`config.mk`:
```
export PLATFORM = sky130hd
export DESIGN_NAME = mem_arbiter
export DESIGN_NICKNAME = d
export VERILOG_FILES = /design/src/rtl/mem_arbiter.sv
export SDC_FILE = /design/constraint.sdc
export NUM_CORES = 1
export LEC_CHECK = 0
export CORE_UTILIZATION = 36
export DETAILED_ROUTE_END_ITERATION = 8
export PLACE_DENSITY = 0.77
export SYNTH_ARGS = -nofsm -noshare
export SYNTH_HDL_FRONTEND = slang
export SYNTH_SLANG_ARGS = --single-unit
export TNS_END_PERCENT = 20
```
`constraint.sdc`:
```
create_clock -name Clk -period 1.4 [get_ports Clk]
set_input_delay 0.21 -clock Clk [delete_from_list [all_inputs] [get_ports Clk]]
set_output_delay 0.21 -clock Clk [all_outputs]
set_load 0.02 [all_outputs]
```
`src/rtl/mem_arbiter.sv`:
```
// ============================================================================
// mem_arbiter: round-robin I/D cache arbiter with single-word line bursts
// Rev 1.0
// ============================================================================
`default_nettype none

module mem_arbiter #(
   parameter int ADDR_W     = 32,
   parameter int DATA_W     = 32,
   parameter int LINE_WORDS = 4,
   localparam int WORD_W    = $clog2(LINE_WORDS)
) (
   input  logic              Clk,
   input  logic              Rst,
   input  logic              i_ic_req,
   input  logic [ADDR_W-1:0] i_ic_addr,
   output logic              o_ic_gnt,
   output logic              o_ic_rvalid,
   output logic              o_ic_done,
   input  logic              i_dc_req,
   input  logic              i_dc_we,
   input  logic [ADDR_W-1:0] i_dc_addr,
   input  logic [DATA_W-1:0] i_dc_wdata,
   output logic              o_dc_gnt,
   output logic              o_dc_rvalid,
   output logic              o_dc_done,
   output logic [DATA_W-1:0] o_rdata,
   output logic [WORD_W-1:0] o_word,
   output logic              o_mem_req,
   output logic              o_mem_we,
   output logic [ADDR_W-1:0] o_mem_addr,
   output logic [DATA_W-1:0] o_mem_wdata,
   input  logic              i_mem_ack,
   input  logic [DATA_W-1:0] i_mem_rdata
);

   localparam int                OFF_W    = WORD_W + 2;
   localparam logic [ADDR_W-1:0] C_OFF_MASK = ADDR_W'((64'd1 << OFF_W) - 64'd1);
   localparam logic [WORD_W-1:0] C_LAST   = WORD_W'(LINE_WORDS - 1);

   typedef enum logic [1:0] {
      S_IDLE = 2'd0,
      S_XFER = 2'd1,
      S_DONE = 2'd2
   } state_t;

   state_t              state_q, state_d;
   logic                owner_dc_q, owner_dc_d;
   logic                we_q, we_d;
   logic                last_i_q, last_i_d;
   logic [ADDR_W-1:0]   base_q, base_d;
   logic [WORD_W-1:0]   k_q, k_d;
   logic                ic_gnt_q, ic_gnt_d;
   logic                dc_gnt_q, dc_gnt_d;
   logic                ic_rvalid_q, ic_rvalid_d;
   logic                dc_rvalid_q, dc_rvalid_d;
   logic                ic_done_q, ic_done_d;
   logic                dc_done_q, dc_done_d;
   logic [DATA_W-1:0]   rdata_q, rdata_d;
   logic [WORD_W-1:0]   word_q, word_d;
   logic                mem_req_q, mem_req_d;
   logic                mem_we_q, mem_we_d;
   logic [ADDR_W-1:0]   mem_addr_q, mem_addr_d;

   logic                pick_dc;
   logic [ADDR_W-1:0]   grant_base;
   logic [WORD_W-1:0]   k_inc;

   always_comb begin
      state_d     = state_q;
      owner_dc_d  = owner_dc_q;
      we_d        = we_q;
      last_i_d    = last_i_q;
      base_d      = base_q;
      k_d         = k_q;
      ic_gnt_d    = ic_gnt_q;
      dc_gnt_d    = dc_gnt_q;
      ic_rvalid_d = 1'b0;
      dc_rvalid_d = 1'b0;
      ic_done_d   = 1'b0;
      dc_done_d   = 1'b0;
      rdata_d     = rdata_q;
      word_d      = word_q;
      mem_req_d   = mem_req_q;
      mem_we_d    = mem_we_q;
      mem_addr_d  = mem_addr_q;

      // D wins a tie only when I was served last
      pick_dc    = i_dc_req && (!i_ic_req || last_i_q);
      grant_base = (pick_dc ? i_dc_addr : i_ic_addr) & ~C_OFF_MASK;
      k_inc      = k_q + 1'b1;

      case (state_q)
         S_IDLE: begin
            ic_gnt_d  = 1'b0;
            dc_gnt_d  = 1'b0;
            mem_req_d = 1'b0;
            mem_we_d  = 1'b0;
            if (i_ic_req || i_dc_req) begin
               state_d    = S_XFER;
               owner_dc_d = pick_dc;
               we_d       = pick_dc & i_dc_we;
               last_i_d   = !pick_dc;
               base_d     = grant_base;
               k_d        = '0;
               word_d     = '0;
               ic_gnt_d   = !pick_dc;
               dc_gnt_d   = pick_dc;
               mem_req_d  = 1'b1;
               mem_we_d   = pick_dc & i_dc_we;
               mem_addr_d = grant_base;
            end
         end
         S_XFER: begin
            if (i_mem_ack) begin
               k_d = k_inc;
               if (we_q) begin
                  word_d = k_inc;
               end else begin
                  rdata_d     = i_mem_rdata;
                  word_d      = k_q;
                  ic_rvalid_d = !owner_dc_q;
                  dc_rvalid_d = owner_dc_q;
               end
               if (k_q == C_LAST) begin
                  state_d   = S_DONE;
                  mem_req_d = 1'b0;
                  mem_we_d  = 1'b0;
                  ic_done_d = !owner_dc_q;
                  dc_done_d = owner_dc_q;
               end else begin
                  // offset lives entirely in the cleared low bits, so no carry
                  mem_addr_d = base_q | ADDR_W'({k_inc, 2'b00});
               end
            end
         end
         S_DONE: begin
            state_d  = S_IDLE;
            k_d      = '0;
            ic_gnt_d = 1'b0;
            dc_gnt_d = 1'b0;
         end
         default: begin
            state_d = S_IDLE;
         end
      endcase
   end

   always_ff @(posedge Clk) begin
      if (Rst) begin
         state_q     <= S_IDLE;
         owner_dc_q  <= 1'b0;
         we_q        <= 1'b0;
         last_i_q    <= 1'b1;
         base_q      <= '0;
         k_q         <= '0;
         ic_gnt_q    <= 1'b0;
         dc_gnt_q    <= 1'b0;
         ic_rvalid_q <= 1'b0;
         dc_rvalid_q <= 1'b0;
         ic_done_q   <= 1'b0;
         dc_done_q   <= 1'b0;
         rdata_q     <= '0;
         word_q      <= '0;
         mem_req_q   <= 1'b0;
         mem_we_q    <= 1'b0;
         mem_addr_q  <= '0;
      end else begin
         state_q     <= state_d;
         owner_dc_q  <= owner_dc_d;
         we_q        <= we_d;
         last_i_q    <= last_i_d;
         base_q      <= base_d;
         k_q         <= k_d;
         ic_gnt_q    <= ic_gnt_d;
         dc_gnt_q    <= dc_gnt_d;
         ic_rvalid_q <= ic_rvalid_d;
         dc_rvalid_q <= dc_rvalid_d;
         ic_done_q   <= ic_done_d;
         dc_done_q   <= dc_done_d;
         rdata_q     <= rdata_d;
         word_q      <= word_d;
         mem_req_q   <= mem_req_d;
         mem_we_q    <= mem_we_d;
         mem_addr_q  <= mem_addr_d;
      end
   end

   assign o_ic_gnt    = ic_gnt_q;
   assign o_dc_gnt    = dc_gnt_q;
   assign o_ic_rvalid = ic_rvalid_q;
   assign o_dc_rvalid = dc_rvalid_q;
   assign o_ic_done   = ic_done_q;
   assign o_dc_done   = dc_done_q;
   assign o_rdata     = rdata_q;
   assign o_word      = word_q;
   assign o_mem_req   = mem_req_q;
   assign o_mem_we    = mem_we_q;
   assign o_mem_addr  = mem_addr_q;
   assign o_mem_wdata = mem_we_q ? i_dc_wdata : '0;

endmodule

`default_nettype wire

```
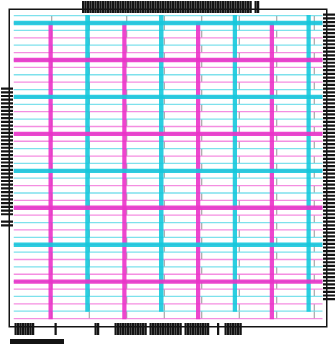
(images/floorplan.png)
The bar under the picture is 20 um long. Pins as bars on the die edge. Tap cells in grey.
VDD -> cyan
VSS -> magenta
met1 rails = 42
met4 straps = 8

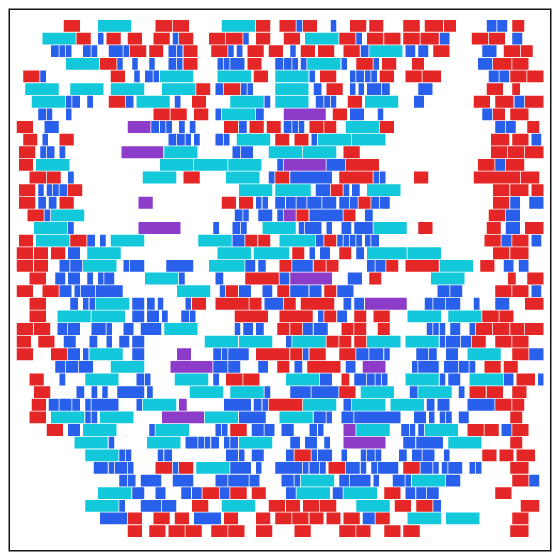
(images/class_map.png)
registers -> cyan  # cells 107
clock drivers and dummy loads -> purple  # cells 16
remaining logic cells -> blue  # cells 423
remaining buffers and delay cells -> red  # cells 273

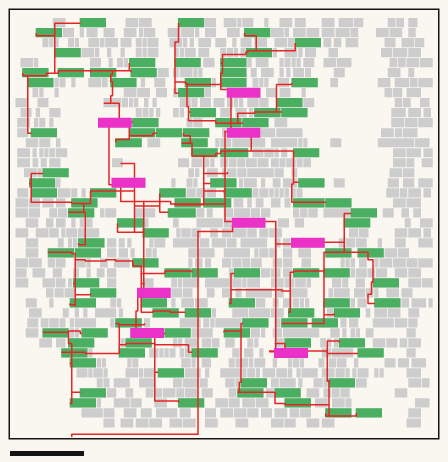
(images/clock_wires.png)
The bar under the picture is 20 um long.
clock-net drivers -> magenta  # count 9
flip-flops -> green  # count 107
clock wires -> red  # length 1210 um
routed clock nets = 10
flops lie = all over the die

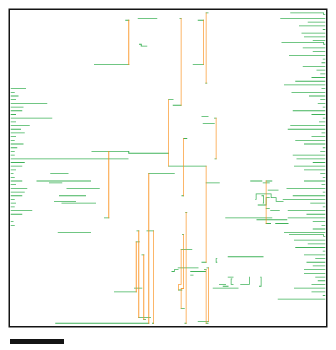
(images/layers.png)
The bar under the picture is 20 um long. Two of the layers only.
M3 -> green  # wire length 1100 um
M4 -> orange  # wire length 514 um

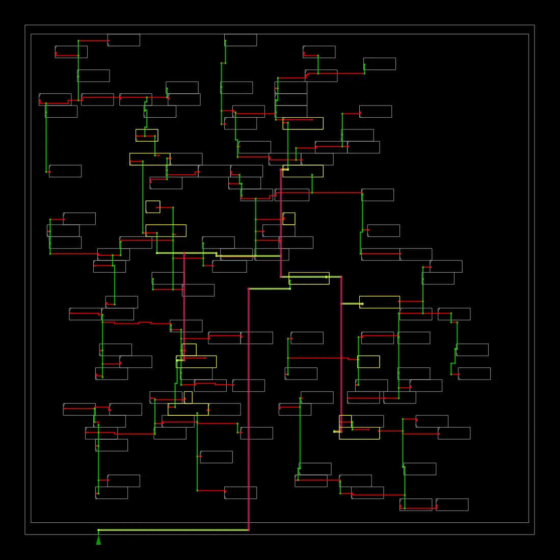
(images/clock_nets.png)
setup clock skew after layout: 0.00664 ns
number of buffers created by CTS: 9

==> flow_metrics.py <==
# Physical implementation metrics
metrics = {
    "drt": {
        "routed-via-count": 5238,
        "antenna_left": 0,
        "route.final.wire_length_mm": 16.3,
        "remaining_drc_errors": 0,
        "highest_layer": "met4",
        "wl_per_cell_um": 16.5,
        "drt-pass1-iter-count": 4,
        "route.met3.wl_mm": 1.10,
        "vias_per_cell": 5.29,
        "met1_length_mm": 6.25,
        "first_iter_violations": 288,
        "met2_length_mm": 8.47,
    },
    "final_timing": {
        "timing.fmax_mhz": 658,
        "fin_setup_tns_ns": -2.66,
        "fin_worst_hold_slack_ns": 0.378,
        "hold_violations": 0,
        "postLayoutSetupSlackWorst_ns": -0.121,
        "setup-violations-final": 29,
        "unrepaired_setup_endpoints_after_global_routing": "true",
        "report.final.slew_viol_count": 0,
    },
    "synthesis": {
        "synth.lib_cells_used.distinct": 41,
        "share_of_synthesized_cell_area_in_and_or_nand_and_nor_gates": 0.252,
        "fraction_of_registers_with_async_set_or_reset_after_synthesis": 0,
        "mux_area_frac": 0.00452,
        "enable_flop_cells": 0,
        "synth_top_flop_cell": "sky130_fd_sc_hd__dfxtp_1",
        "synth.yosys.chip_area_um2": 4700,
        "xor_area_frac": 0.00186,
        "postSynthSeqShare": 0.455,
        "largest_area_cell": "sky130_fd_sc_hd__dfxtp_1",
        "synth-cells-yosys": 582,
        "post_synth.cell_area_avg_um2": 8.08,
        "synth_area_um2": 4700,
        "ys_sh_adder": 0.00266,
        "netlist.area_leader.share": 0.455,
        "synth.area.top_cells": "sky130_fd_sc_hd__dfxtp_1 46%, sky130_fd_sc_hd__a211oi_1 8.9%, sky130_fd_sc_hd__nand2_1 5.8%, sky130_fd_sc_hd__o32ai_1 5.4%, sky130_fd_sc_hd__nor2_1 5.3%",
        "most_common_library_cells_after_synthesis": "107 x sky130_fd_sc_hd__dfxtp_1, 73 x sky130_fd_sc_hd__nand2_1, 66 x sky130_fd_sc_hd__nor2_1",
    },
    "setup_path": {
        "worst_path_largest_cell_delay_ns": 0.37,
        "timing.critical_path.to": "o_mem_addr[18]$_SDFFE_PP0P_",
        "timing.critical_path.slowest_stage_cell": "sky130_fd_sc_hd__or3_4",
        "setup.reg_to_reg.worst_slack_ns": -0.12,
        "timing.rr.start": "k_q[1]$_SDFFE_PP0P_",
        "path_buffers": 1,
        "critical_path_cell_count": 5,
        "crit_reg_reg_endpoint": "o_mem_addr[18]$_SDFFE_PP0P_",
        "timing.critical_path.cells": "ha_4 > and4bb_2 > or3_4 > buf_12 > o32ai_1",
        "cp_max_fo": 15,
        "timing.reg2reg.worst_path_depth": 5,
        "crit_required_ns": 1.64,
        "setup.worst_path.start": "k_q[1]$_SDFFE_PP0P_",
        "kind_of_critical_path": "reg -> reg",
        "endpoint_kind": "flip-flop",
    },
    "pwr": {
        "p_leak_nw": 3.36,
        "dominant_power_group": "registers",
        "max-vdd-ir-drop_mv": 0.562,
        "clockPowerShare": 0.309,
        "p_sw_mw": 2.32,
        "pg_clk_mw": 2.44,
        "power_attributed_to_sequential_cells_mw": 3.42,
        "combinationalPowerShare": 0.258,
        "power.total_mw": 7.91,
        "swShare": 0.293,
        "powerComb_mw": 2.04,
        "p_seq_frac": 0.433,
        "p_int_mw": 5.59,
    },
    "cells_and_area": {
        "most_frequently_placed_logic_cell_in_the_final_layout": "sky130_fd_sc_hd__clkdlybuf4s50_1",
        "finish.net_count": 949,
        "synthToLayoutAreaGrowth_pct": 67.7,
        "antenna_cells": 0,
        "lay_top_cells": "124 x sky130_fd_sc_hd__clkdlybuf4s50_1, 102 x sky130_fd_sc_hd__dfxtp_1, 72 x sky130_fd_sc_hd__nand2_1, 71 x sky130_fd_sc_hd__dlygate4sd2_1, 65 x sky130_fd_sc_hd__nor2_1",
        "fin_util": 0.623,
        "final_cell_count_no_fill": 991,
        "num-fill-cells": 1120,
    },
    "die": {
        "chip_area_um2": 13500,
        "number_of_placed_i_o_pins": 240,
        "floorplan.initialDensity": 0.371,
        "std_cell_rows": 41,
        "die_y_um": 116,
    },
    "hold_path": {
        "timing.hold.worst_endpoint": "o_ic_gnt$_SDFFE_PP0P_",
        "worst_hold_path_cell_count": 3,
        "min_path_type": "in -> reg",
    },
    "flow_run": {
        "warning_count": 37,
        "max_cap_violations": 0,
    },
    "run_status": {
        "status": "finished with violations",
        "violations_in_the_final_reports": "setup timing",
    },
    "place": {
        "placement.cell_area_um2": 7390,
        "gp_congestion": 0.812,
        "numPortBuffers": 229,
        "placed_cells_incl_taps": 972,
        "placement.setup.worst_slack_ns": -0.430,
    },
    "clock_tree": {
        "clockRootBuffer": "sky130_fd_sc_hd__clkbuf_16",
        "h-tree-depth": 3,
        "cts_max_path_buffers": 2,
        "tritoncts": "built",
        "clkSlewWorstSetupHoldPaths_ns": 0.07,
        "numClockSinks": 107,
    },
    "global_route": {
        "grt_max_degree": 61,
        "grt_first_pass_wirelength_mm": 23.8,
        "antenna_found_initial": 0,
        "groute.layer.met1.usage": 0.252,
        "number_of_global_route_vias_before_repair": 5002,
        "grt_busiest_layer": "met2",
        "globalRouteMet2Util": 0.404,
    },
}
-- sequential cells by signal, indices dropped and copies added, names as in the netlist, 2 cells and up --
signal	flops
o_rdata	32
o_mem_addr	30
base_q	28
k_q	2
o_word	2
state_q	2
-- layout make-up --
cell class,instances,area (um2),area share
clock inverters,5,37.5,0.00476
multi-input cells,392,2440,0.309
well taps,172,215,0.0273
repair buffers,273,2680,0.339
clock buffers,11,253,0.0320
inverters,31,116,0.0147
flip-flops and latches,107,2150,0.273
-- worst min-delay path, delay by kind of cell --
| family | cells | cell delay [ns] |
|---|---|---|
| and+or+nand+nor | 1 | 0.12 |
| buffers and inverters | 2 | 0.34 |
-- what timing repair did --
item                       in CTS  in global routing
setup endpoints to repair     133                109
cloned                          1                  0
pin swaps                       0                  1
hold buffers                    0                  0
setup buffers                   0                  2
gates resized                 224                 85
Power figures rest on the tool's default switching activity, not on a simulated workload.
